===== config.mk =====
export PLATFORM = sky130hd
export DESIGN_NAME = width_allocator
export DESIGN_NICKNAME = d
export VERILOG_FILES = /design/src/rtl/width_allocator.sv
export SDC_FILE = /design/constraint.sdc
export NUM_CORES = 1
export LEC_CHECK = 0
export ABC_CLOCK_PERIOD_IN_PS = 3150
export CAP_MARGIN = 20
export CORE_ASPECT_RATIO = 1.2
export CORE_MARGIN = 4
export CORE_UTILIZATION = 30
export DETAILED_ROUTE_END_ITERATION = 16
export SLEW_MARGIN = 20
export SYNTH_ARGS = -nofsm -noshare
export SYNTH_HDL_FRONTEND = slang
export SYNTH_SLANG_ARGS = --single-unit

===== constraint.sdc =====
create_clock -name enclk -period 3.15 [get_ports enclk]
set_input_delay 0.63 -clock enclk [delete_from_list [all_inputs] [get_ports enclk]]
set_output_delay 0.63 -clock enclk [all_outputs]
set_load 0.03 [all_outputs]

===== src/rtl/width_allocator.sv =====
// Placement controller in front of the per-ID occupied-width RAM: reads three
// candidates, picks the first with room, accumulates into it and reports.
module width_allocator #(
  parameter int CAPACITY = 127,
  parameter int MIN_W    = 4,
  parameter int MAX_W    = 16,
  parameter int LAST_ID  = 12,
  parameter int FAIL_ID  = 13
) (
  input  logic       enclk,
  input  logic       rst,
  input  logic       req_valid,
  output logic       req_ready,
  input  logic [4:0] req_width,
  input  logic [3:0] req_id1,
  input  logic [3:0] req_id2,
  input  logic [3:0] req_id3,
  output logic [3:0] rd_id1,
  output logic [3:0] rd_id2,
  output logic [3:0] rd_id3,
  input  logic [6:0] rd_width1,
  input  logic [6:0] rd_width2,
  input  logic [6:0] rd_width3,
  output logic       ram_we,
  output logic [3:0] ram_write_id,
  output logic [4:0] ram_write_width,
  output logic       resp_valid,
  output logic       resp_ok,
  output logic [3:0] resp_id,
  output logic [1:0] resp_slot,
  output logic [7:0] alloc_count,
  output logic [7:0] reject_count
);

  localparam logic [7:0] CAP8    = CAPACITY[7:0];
  localparam logic [4:0] MIN_W5  = MIN_W[4:0];
  localparam logic [4:0] MAX_W5  = MAX_W[4:0];
  localparam logic [3:0] LAST4   = LAST_ID[3:0];
  localparam logic [3:0] FAIL4   = FAIL_ID[3:0];

  typedef enum logic [2:0] {IDLE, READ, DECIDE, WSETUP, WRITE, RESP} state_t;

  state_t          state, nxt;
  logic [4:0]      cap_width;
  logic [2:0][3:0] cap_id;
  logic [2:0][6:0] rdw;
  logic [2:0]      fits;
  logic [1:0]      sel_slot, pick_slot, fin_slot;
  logic [3:0]      pick_id, fin_id;
  logic            width_ok;

  assign rdw      = {rd_width3, rd_width2, rd_width1};
  assign width_ok = (req_width >= MIN_W5) && (req_width <= MAX_W5);

  // 8-bit sum so a full RAM entry plus a max-width item cannot wrap
  for (genvar k = 0; k < 3; k++) begin : g_fit
    assign fits[k] = (cap_id[k] <= LAST4) &&
                     (({1'b0, rdw[k]} + {3'b000, cap_width}) <= CAP8);
  end

  always_comb begin
    pick_slot = 2'd0;
    pick_id   = FAIL4;
    for (int k = 2; k >= 0; k--) begin
      if (fits[k]) begin
        pick_slot = 2'(k + 1);
        pick_id   = cap_id[k];
      end
    end
  end

  // Outcome that goes into the response when RESP is entered
  always_comb begin
    fin_slot = sel_slot;
    fin_id   = ram_write_id;
    if (state == IDLE) begin
      fin_slot = 2'd0;
      fin_id   = FAIL4;
    end else if (state == DECIDE) begin
      fin_slot = pick_slot;
      fin_id   = pick_id;
    end
  end

  always_comb begin
    nxt = state;
    case (state)
      IDLE:    if (req_valid) nxt = width_ok ? READ : RESP;
      READ:    nxt = DECIDE;
      DECIDE:  nxt = (pick_slot != 2'd0) ? WSETUP : RESP;
      WSETUP:  nxt = WRITE;
      WRITE:   nxt = RESP;
      RESP:    nxt = IDLE;
      default: nxt = IDLE;
    endcase
  end

  always_ff @(posedge enclk or posedge rst) begin
    if (rst) begin
      state           <= IDLE;
      req_ready       <= 1'b1;
      cap_width       <= '0;
      cap_id          <= '0;
      sel_slot        <= '0;
      rd_id1          <= FAIL4;
      rd_id2          <= FAIL4;
      rd_id3          <= FAIL4;
      ram_we          <= 1'b0;
      ram_write_id    <= '0;
      ram_write_width <= '0;
      resp_valid      <= 1'b0;
      resp_ok         <= 1'b0;
      resp_id         <= FAIL4;
      resp_slot       <= '0;
      alloc_count     <= '0;
      reject_count    <= '0;
    end else begin
      state      <= nxt;
      req_ready  <= (nxt == IDLE);
      ram_we     <= (nxt == WRITE);
      resp_valid <= (nxt == RESP);
      if (state == IDLE && req_valid) begin
        cap_width <= req_width;
        cap_id    <= {req_id3, req_id2, req_id1};
        sel_slot  <= 2'd0;
      end
      if (nxt == READ) begin
        rd_id1 <= req_id1;
        rd_id2 <= req_id2;
        rd_id3 <= req_id3;
      end else if (nxt == IDLE) begin
        rd_id1 <= FAIL4;
        rd_id2 <= FAIL4;
        rd_id3 <= FAIL4;
      end
      if (state == DECIDE) begin
        sel_slot <= pick_slot;
        if (pick_slot != 2'd0) begin
          ram_write_id    <= pick_id;
          ram_write_width <= cap_width;
        end
      end
      if (nxt == RESP) begin
        resp_ok   <= (fin_slot != 2'd0);
        resp_id   <= fin_id;
        resp_slot <= fin_slot;
        if (fin_slot != 2'd0) begin
          if (alloc_count != 8'hFF) alloc_count <= alloc_count + 8'd1;
        end else begin
          if (reject_count != 8'hFF) reject_count <= reject_count + 8'd1;
        end
      end
    end
  end

endmodule

==> changes_impl.md <==
## Implementation

- Total placed instance area: 0.00445 sq mm
- Placed cells: 547
- CP Capture Type: flip-flop
- Post-route antenna net violation count: 0
- Synthesized cell area: 0.00335 sq mm
- Number of global-route vias before repair: 2,862
- Worst hold endpoint: resp_slot[0]$_DFFE_PP0P_
- Final RePlAce weighted congestion: 0.885
- Worst setup path end: alloc_count[6]$_DFFE_PP0P_
- Lkg Pwr: 2.07 nW
- 1st-pass router iterations: 4
- # diodes: 0
- Nets: 481
- DIE HEIGHT: 124 microns
- Row cnt: 42
- Power, Total: 0.00487 W
- Final wirelength: 8870 microns
- Htree depth: 3
- Worst rel slew slack: 0.650
- R2r setup slk: 0.69 ns
- Top cells, area: dfrtp_1, dfstp_2, nand2_1
- Synth warn: 0
- CP arrival: 2.90 ns
- DRC violations left: 0
- Area leader, netlist: dfrtp_1
- Hold_sp: resp_slot[0]$_DFFE_PP0P_
- Layout area overhead: 41.7%
- Layout cell share with drive strength beyond 1: 0.142
- Syn nets: 380
- DPL Wire Length: 6750 microns
- Status: completed
- Via Count: 2,801
- Count of tool warnings: 26
- Final setup violation count: 0
- Biggest register: cap_id
- Max Cap Viol: 0
- Hold buffers post-CTS: 0
-- layer usage --
metal	vias up	track usage	part of all wire
met3	12	0.0368	0.055
met2	78	0.228	0.49
met5	-	0	0
li1	1371	-	-
met1	1340	0.180	0.44
met4	0	0.0540	0.018
-- worst max-delay path: stages --
cell	delay, ns
clkdlybuf4s50_1	0.40
ha_1	0.30
nand4_1	0.15
a211oi_2	0.31
o21ai_2	0.15
o31a_4	0.41
a211oi_2	0.24
mux2_4	0.31
-- placed cells by master, fill, tap and decap left out, drive strengths merged, types with 4 or more instances in the layout --
| cell | count |
|---|---|
| clkbuf | 10 |
| buf | 12 |
| nand4 | 9 |
| ha | 14 |
| o211ai | 4 |
| dfrtp | 56 |
| a22o | 4 |
| nor3 | 7 |
| o31ai | 4 |
| nand3 | 13 |
| o22a | 9 |
| dfstp | 13 |
| a21oi | 12 |
| o21ai | 11 |
| mux2 | 9 |
| a211oi | 4 |
| xnor2 | 12 |
| nand2 | 72 |
| nor2 | 17 |
| clkinv | 5 |
| clkdlybuf4s50 | 87 |
| and3 | 8 |
-- power by group --
part	switching (W)	internal [W]
Combinational	0.00124	0.000961
Sequential	0.000354	0.00131
Clock	0.000374	0.000632
Total	0.00197	0.00290
-- cells by family after synthesis --
group / after synthesis / synth area share
fa+ha+maj: 14 / 0.0522
simple gates: 142 / 0.196
buf+inv: 12 / 0.0153
flops: 69 / 0.520
xor+xnor: 13 / 0.0339
mux: 10 / 0.0343
compound gates: 65 / 0.149
-- cell type report --
cell class,instances,area [sq um],area share
clock inverter,6,62.6,0.0132
sequential,69,1740,0.367
tap,132,165,0.0347
inverter,3,11.3,0.00237
multi-input combinational,244,1560,0.328
clock buffer,10,239,0.0503
timing repair buffer,99,973,0.205
### Routing congestion map

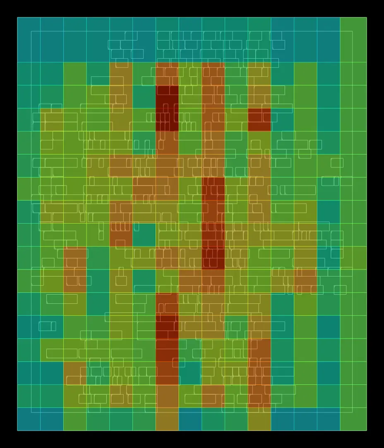
aggregate global-route resource usage: 0.140
WL/cell: 15.8 microns
GR peak layer: met2
GRT met1 Usage: 0.180
fin util: 0.433

### Clock wires, drivers and flops

The bar under the picture is 20 microns long.
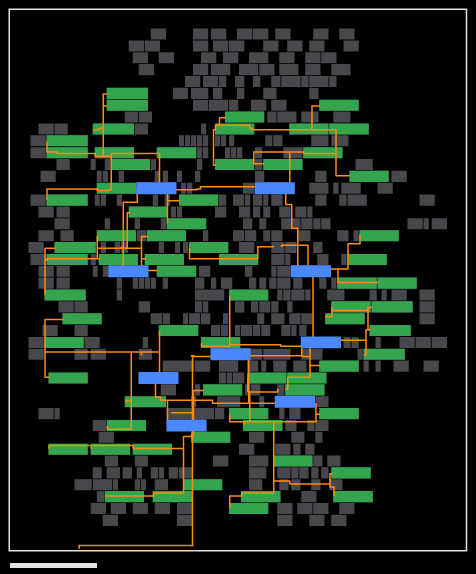
green -> flip-flops  # count 69
orange -> clock wires  # length 929 microns
blue -> clock drivers  # count 9
flops lie = spread over the die
routed clock nets = 10

### Gate families picked out

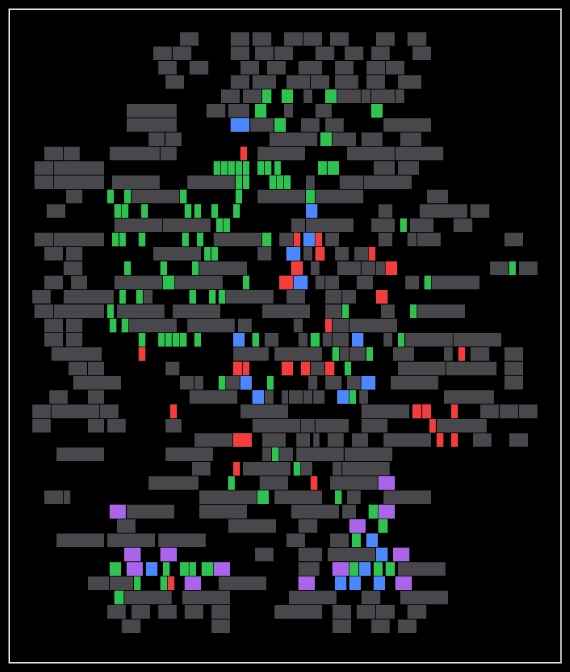
purple -> xor and xnor cells  # cells 13, most used xnor2_1
blue -> and/or cells  # cells 18, most used and3_1
green -> nand cells  # cells 96, most used nand2_1
red -> nor cells  # cells 28, most used nor2_1
Comb/total area: 0.328
fin cells: 563
most instantiated logic cell after routing: clkdlybuf4s50_1

### Placement by cell class

The bar under the picture is 20 microns long.
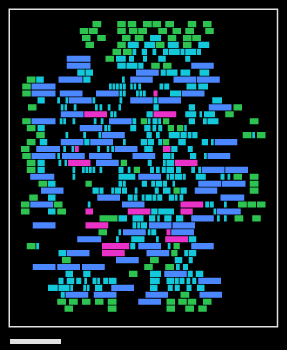
magenta -> clock drivers and dummy loads  # cells 16, share of their area 6.6%
green -> remaining buffers and delay cells  # cells 99, share of their area 21%
blue -> sequential cells  # cells 69, share of their area 38%
cyan -> combinational and other logic  # cells 247, share of their area 34%
final instance area: 0.00475 sq mm
Core Footprint: 0.0110 sq mm

No activity file was given, so power comes from the tool's default toggle rates.
